[src/rtl/keypad_pkg.sv]
// Shared keypad definitions: emulator state encoding and key-code field mapping.
// Also imported by the scanner/decoder side, so the code-to-row/column mapping lives only here.
package keypad_pkg;

  typedef enum logic [2:0] {
    ST_IDLE,
    ST_BOUNCE_IN,
    ST_HOLD,
    ST_BOUNCE_OUT,
    ST_GAP
  } emu_state_t;

  localparam int unsigned KEY_ROW_MSB = 3;
  localparam int unsigned KEY_ROW_LSB = 2;
  localparam int unsigned KEY_COL_MSB = 1;
  localparam int unsigned KEY_COL_LSB = 0;

  function automatic logic [1:0] key_row(input logic [3:0] code);
    return code[KEY_ROW_MSB:KEY_ROW_LSB];
  endfunction

  function automatic logic [1:0] key_col(input logic [3:0] code);
    return code[KEY_COL_MSB:KEY_COL_LSB];
  endfunction

  function automatic int unsigned max3(input int unsigned a, input int unsigned b,
                                       input int unsigned c);
    int unsigned m;
    m = (a > b) ? a : b;
    return (m > c) ? m : c;
  endfunction

endpackage

[src/rtl/emu_timer.sv]
// Loadable down-counter shared by every timed emulator state; tc flags the last cycle (count==1).
module emu_timer #(
  parameter int unsigned W = 4
) (
  input  logic         clk,
  input  logic         reset,
  input  logic         load,
  input  logic [W-1:0] load_val,
  output logic         tc
);

  logic [W-1:0] count;

  always_ff @(posedge clk or negedge reset) begin
    if (!reset) begin
      count <= '0;
    end else if (load) begin
      count <= load_val;
    end else if (count != '0) begin
      count <= count - W'(1);
    end
  end

  assign tc = (count == W'(1));

endmodule

[src/rtl/keypad_emulator.sv]
// Passive 4x4 keypad model: closes one switch per accepted request and reflects the row onto its column.
// Optional contact bounce on make/break is enabled by defining KEYPAD_EMULATOR_BOUNCE_EN.
module keypad_emulator
  import keypad_pkg::*;
#(
  parameter int unsigned HOLD_CYCLES   = 64,
  parameter int unsigned GAP_CYCLES    = 16,
  parameter int unsigned BOUNCE_CYCLES = 8,
  parameter int unsigned BOUNCE_PERIOD = 2
) (
  input  logic       clk,
  input  logic       reset,
  input  logic [3:0] key_code,
  input  logic       key_valid,
  output logic       key_ready,
  input  logic [3:0] row_in,
  output logic [3:0] col_out,
  output logic       busy,
  output logic       key_seen,
  output logic       done
);

  localparam int unsigned CMAX = max3(HOLD_CYCLES, GAP_CYCLES, BOUNCE_CYCLES);
  localparam int unsigned CW   = $clog2(CMAX + 1);

  if (HOLD_CYCLES < 1 || GAP_CYCLES < 1 || BOUNCE_CYCLES < 1 || BOUNCE_PERIOD < 1) begin : g_bad_params
    $error("keypad_emulator: all timing parameters must be at least 1");
  end

  emu_state_t    state;
  logic          contact;
  logic [3:0]    key_q;
  logic          accept;
  logic          row_hit;
  logic          tmr_load;
  logic [CW-1:0] tmr_val;
  logic          tmr_tc;

  assign key_ready = (state == ST_IDLE);
  assign busy      = !key_ready;
  assign accept    = key_valid && key_ready;
  assign row_hit   = row_in[key_row(key_q)];
  assign done      = (state == ST_GAP) && tmr_tc;

  // Zero-latency contact path: the scanner sees the row come straight back, unsynchronized.
  always_comb begin
    col_out                 = '0;
    col_out[key_col(key_q)] = contact && row_hit;
  end

  // Timer is reloaded on every state entry with the duration of the state being entered.
  always_comb begin
    tmr_load = 1'b0;
    tmr_val  = '0;
    case (state)
`ifdef KEYPAD_EMULATOR_BOUNCE_EN
      ST_IDLE:       begin tmr_load = accept; tmr_val = CW'(BOUNCE_CYCLES); end
      ST_BOUNCE_IN:  begin tmr_load = tmr_tc; tmr_val = CW'(HOLD_CYCLES);   end
      ST_HOLD:       begin tmr_load = tmr_tc; tmr_val = CW'(BOUNCE_CYCLES); end
      ST_BOUNCE_OUT: begin tmr_load = tmr_tc; tmr_val = CW'(GAP_CYCLES);    end
`else
      ST_IDLE:       begin tmr_load = accept; tmr_val = CW'(HOLD_CYCLES);   end
      ST_HOLD:       begin tmr_load = tmr_tc; tmr_val = CW'(GAP_CYCLES);    end
`endif
      default: ;
    endcase
  end

  emu_timer #(.W(CW)) u_timer (
    .clk      (clk),
    .reset    (reset),
    .load     (tmr_load),
    .load_val (tmr_val),
    .tc       (tmr_tc)
  );

`ifdef KEYPAD_EMULATOR_BOUNCE_EN
  localparam int unsigned PW = $clog2(BOUNCE_PERIOD + 1);
  logic [PW-1:0] phase;
`endif

  always_ff @(posedge clk or negedge reset) begin
    if (!reset) begin
      state    <= ST_IDLE;
      contact  <= 1'b0;
      key_q    <= '0;
      key_seen <= 1'b0;
`ifdef KEYPAD_EMULATOR_BOUNCE_EN
      phase    <= '0;
`endif
    end else begin
      if ((state == ST_HOLD || state == ST_BOUNCE_IN) && contact && row_hit) begin
        key_seen <= 1'b1;
      end
      case (state)
        ST_IDLE: begin
          if (accept) begin
            key_q    <= key_code;
            key_seen <= 1'b0;
            contact  <= 1'b1;
`ifdef KEYPAD_EMULATOR_BOUNCE_EN
            state    <= ST_BOUNCE_IN;
            phase    <= PW'(BOUNCE_PERIOD);
`else
            state    <= ST_HOLD;
`endif
          end
        end
        ST_HOLD: begin
          if (tmr_tc) begin
            contact <= 1'b0;
`ifdef KEYPAD_EMULATOR_BOUNCE_EN
            state   <= ST_BOUNCE_OUT;
            phase   <= PW'(BOUNCE_PERIOD);
`else
            state   <= ST_GAP;
`endif
          end
        end
`ifdef KEYPAD_EMULATOR_BOUNCE_EN
        ST_BOUNCE_IN, ST_BOUNCE_OUT: begin
          if (tmr_tc) begin
            contact <= (state == ST_BOUNCE_IN);
            state   <= (state == ST_BOUNCE_IN) ? ST_HOLD : ST_GAP;
          end else if (phase == PW'(1)) begin
            contact <= !contact;
            phase   <= PW'(BOUNCE_PERIOD);
          end else begin
            phase   <= phase - PW'(1);
          end
        end
`endif
        ST_GAP: begin
          if (tmr_tc) begin
            state <= ST_IDLE;
          end
        end
        default: state <= ST_IDLE;
      endcase
    end
  end

endmodule

[config.mk]
export PLATFORM = sky130hd
export DESIGN_NAME = keypad_emulator
export DESIGN_NICKNAME = d
export VERILOG_FILES = /design/src/rtl/keypad_pkg.sv /design/src/rtl/emu_timer.sv /design/src/rtl/keypad_emulator.sv
export SDC_FILE = /design/constraint.sdc
export NUM_CORES = 1
export LEC_CHECK = 0
export ABC_CLOCK_PERIOD_IN_PS = 2340
export CAP_MARGIN = 40
export CORE_UTILIZATION = 45
export CTS_CLUSTER_SIZE = 40
export DETAILED_ROUTE_END_ITERATION = 16
export GPL_TIMING_DRIVEN = 0
export HOLD_SLACK_MARGIN = 0.08
export PLACE_DENSITY = 0.7
export SETUP_SLACK_MARGIN = 0.15
export SLEW_MARGIN = 30
export SYNTH_ARGS = -nofsm -noshare
export SYNTH_HDL_FRONTEND = slang
export SYNTH_SLANG_ARGS = --single-unit
[constraint.sdc]
create_clock -name clk -period 2.34 [get_ports clk]
set_input_delay 0.468 -clock clk [delete_from_list [all_inputs] [get_ports clk]]
set_output_delay 0.468 -clock clk [all_outputs]
set_load 0.02 [all_outputs]
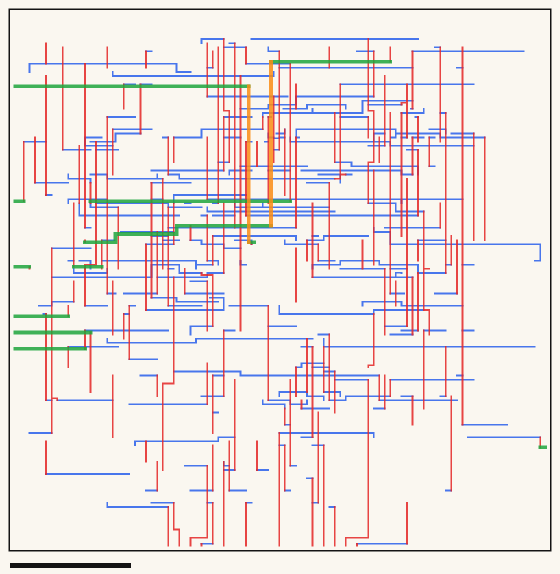
*Signal wires by layer*
Bar = 10 um.
blue -> met1  # wire length 784 um
green -> met3  # wire length 83.7 um
orange -> met4  # wire length 26.5 um
red -> met2  # wire length 818 um
total number of vias: 690
total wire length: 1.71 mm
Routed wire per std cell: 13.4 um

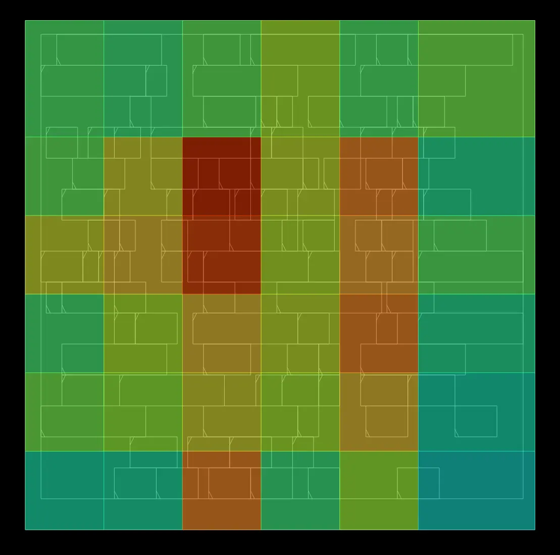
*Routing congestion*
met3 usage: 7.20%
M2 GR Usage: 31.8%
grt met1 use: 25.9%
Final Util: 63.8%

==> impl_metrics.csv <==
group,metric,value,unit
worst_setup_path,worstPathArrival,1.77,ns
yosys,synthArstFlopShare,100,%
min_path,hold_end,"key_seen",
worst_setup_path,end_kind,"output pin",
yosys,avgSynthCellArea,10.7,um^2
min_path,min-delay-start,"key_seen",
floorplanning,die-area,0.00200,mm^2
worst_setup_path,reg2reg_from,"u_timer.count[1]",
pwr,ir_drop,0.659,mV
timing,timing.slew.headroom,53.8,%
timing,setup_violations,0,
clock_network,cts_root_buf,"clkbuf_4",
worst_setup_path,r2r_end,"u_timer.count[0]",
yosys,synth-simple-area-share,19.6,%
yosys,synthXorXnorAreaFrac,1.07,%
clock_network,cts_inserted_buffers,3,
timing,hold_violations,0,
clock_network,clkTransAtPathRegs,0.09,ns
worst_setup_path,required,1.87,ns
yosys,yosysCellCount,77,
yosys,syn_nets,90,
detailed_routing,drt-pass1-iter-count,6,
grt,antenna_found_initial,0,
timing,worstMarginPinSlew,0.687,ns
place,postPlaceCellArea,0.00104,mm^2
clock_network,clkSinkCount,15,
yosys,synth-edff-count,0,
floorplanning,fp-utilization,47.6,%
place,dp_hpwl,1.20,mm
clock_network,cts_tree,"yes",
clock_network,cts.hold.buffers_added,0,
worst_setup_path,startpoint,"u_timer.count[4]",
yosys,ys_sh_aoi,17.5,%
yosys,yosys_warnings,0,
yosys,yosysSeqAreaShare,45.7,%
yosys,synth.most_common_cell,"dfrtp_1",
floorplanning,die_w,44.7,um
grt,grt_pass1_wl,2.86,mm
worst_setup_path,path_buffers,2,
final_layout,instances_no_fill,128,
place,dp_cells,120,
worst_setup_path,crit_type,"reg -> out",
timing,post-route-min-period,2.24,ns
yosys,yosys.area_share.adder,3.04,%
floorplanning,placementRows,15,
min_path,hold_class,"reg -> reg",
yosys,mux_area_share,8.22,%
timing,timing.final.ws_setup,0.102,ns
run,tool_warnings,29,
yosys,ys.flop_type,"dfrtp_1",
yosys,top_cells_by_area,"dfrtp_1 46%, mux2_2 5.5%, o31ai_1 3.7%",
final_layout,fill_cells,157,
place,io_buffers,18,
detailed_routing,ant_nets,0,
pwr,power,1410,uW
yosys,common_cells,"15 x dfrtp_1, 6 x inv_1, 5 x nand2_1",
yosys,numSynthFlops,15,
floorplanning,ioPinCount,19,
detailed_routing,drt_iter0_drc,8,
clock_network,htreeDepth,1,
pwr,power.leakage,0.000484,uW
detailed_routing,viasPerCell,5.39,
worst_setup_path,cp-endpoint,"done",
timing,fin_crit_sh,95.6,%
timing,drv_slew,0,
yosys,synth.largest_area_cell,"dfrtp_1",
yosys,syn_inst,77,
worst_setup_path,slowest_stage,"or3_1",
pwr,power_density,1280,mW/mm^2
floorplanning,core_area,0.00173,mm^2
final_layout,antenna_cells,0,
grt,grt_usage,20.3,%
outcome,status,"finished clean",
worst_setup_path,max_stage_delay,0.39,ns
grt,overflow,0,
clock_network,clock_path_buffers,2,
worst_setup_path,path_cells,"or3_1, buf_6, nor4b_4, nor3b_2, buf_4",
detailed_routing,drc,0,
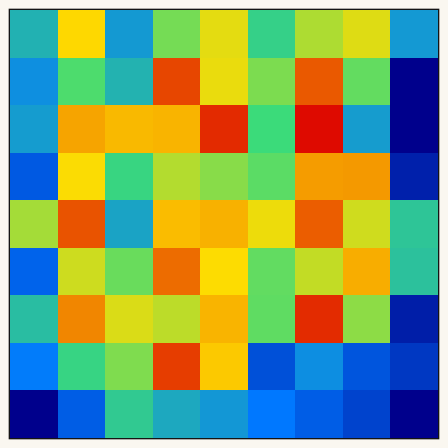
*Cell density map*
9 x 9 tiles, from dark blue (low) to red (high), 0 to 100% covered.
fullest tile = 99%
emptiest ninth of the die = bottom right
mean over tiles = 54%
tiles over 75% full = 26%
nearly empty tiles = 4.9%

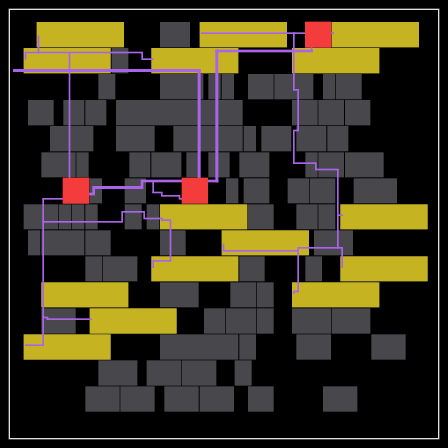
*Clock wires, drivers and flops*
yellow -> flip-flops  # count 15
purple -> clock wires  # length 223 um
red -> cells driving clock nets  # count 3
flops lie = all over the die
routed clock nets = 4
Clk pwr share: 10.9%
final clock skew: 0.00524 ns

tightest hold or removal path: cells and delay by family, from the launching register on:
kind	cells	cell delay (ns)
AOI/OAI and AO/OA	2	0.13
DFF	1	0.35
final cells by class:
class                      instances  area (um^2)  share of cell area (%)
timing repair buffer              22          193                    17.5
sequential                        15          375                    34.1
buffer                             4         25.0                    2.27
tap                               25         31.3                    2.84
inverter                           6         22.5                    2.04
clock buffer                       4         26.3                    2.38
multi-input combinational         52          429                    38.9
sequential cells by signal, summed over array words and instances (netlist names):
signal / cells
key_q: 4
contact: 1
u_timer.count: 7
state: 2
key_seen: 1
metal layers:
layer | part of all wire [%] | global-route usage (%)
met5 | 0 | 0
met4 | 1.5 | 7.27
met3 | 4.9 | 7.20
met2 | 48 | 31.8
met1 | 46 | 25.9
cells in the final DEF (no fill, tap or decap), types with 2 or more instances in the layout:
cell	n
clkdlybuf4s50_1	12
a22oi_1	3
nand2_1	4
inv_1	6
ha_1	2
mux2_2	4
buf_4	6
or3_1	2
or4_4	2
o21ai_0	3
nor2_1	2
nor3b_1	2
nor3_1	3
o22ai_1	2
nand2b_1	2
o31ai_1	4
clkbuf_1	2
dfrtp_1	15
clkbuf_4	3
buf_2	4
metrics by stage:
stage               utilization (%)  hold slack, ns  TNS [ns]
floorplan                         -           0.172         0
global placement               60.1           0.502     -1.10
detailed placement             60.1           0.498     -1.17
CTS                            63.0           0.518         0
global route                   63.8           0.539         0
finish                         63.8           0.513         0
power by group:
group / internal [uW] / switching (uW)
clock: 66.5 / 86.8
sequential: 384 / 108
combinational: 393 / 372
total: 843 / 567
repair_timing:
item | CTS | global route
gates resized | 29 | 4
pin swaps | 1 | 2
buffers inserted | 3 | 1
endpoints found under the hold margin | 0 | 0
endpoints found under the setup margin | 5 | 4
No activity file was given, so power comes from the tool's default toggle rates.
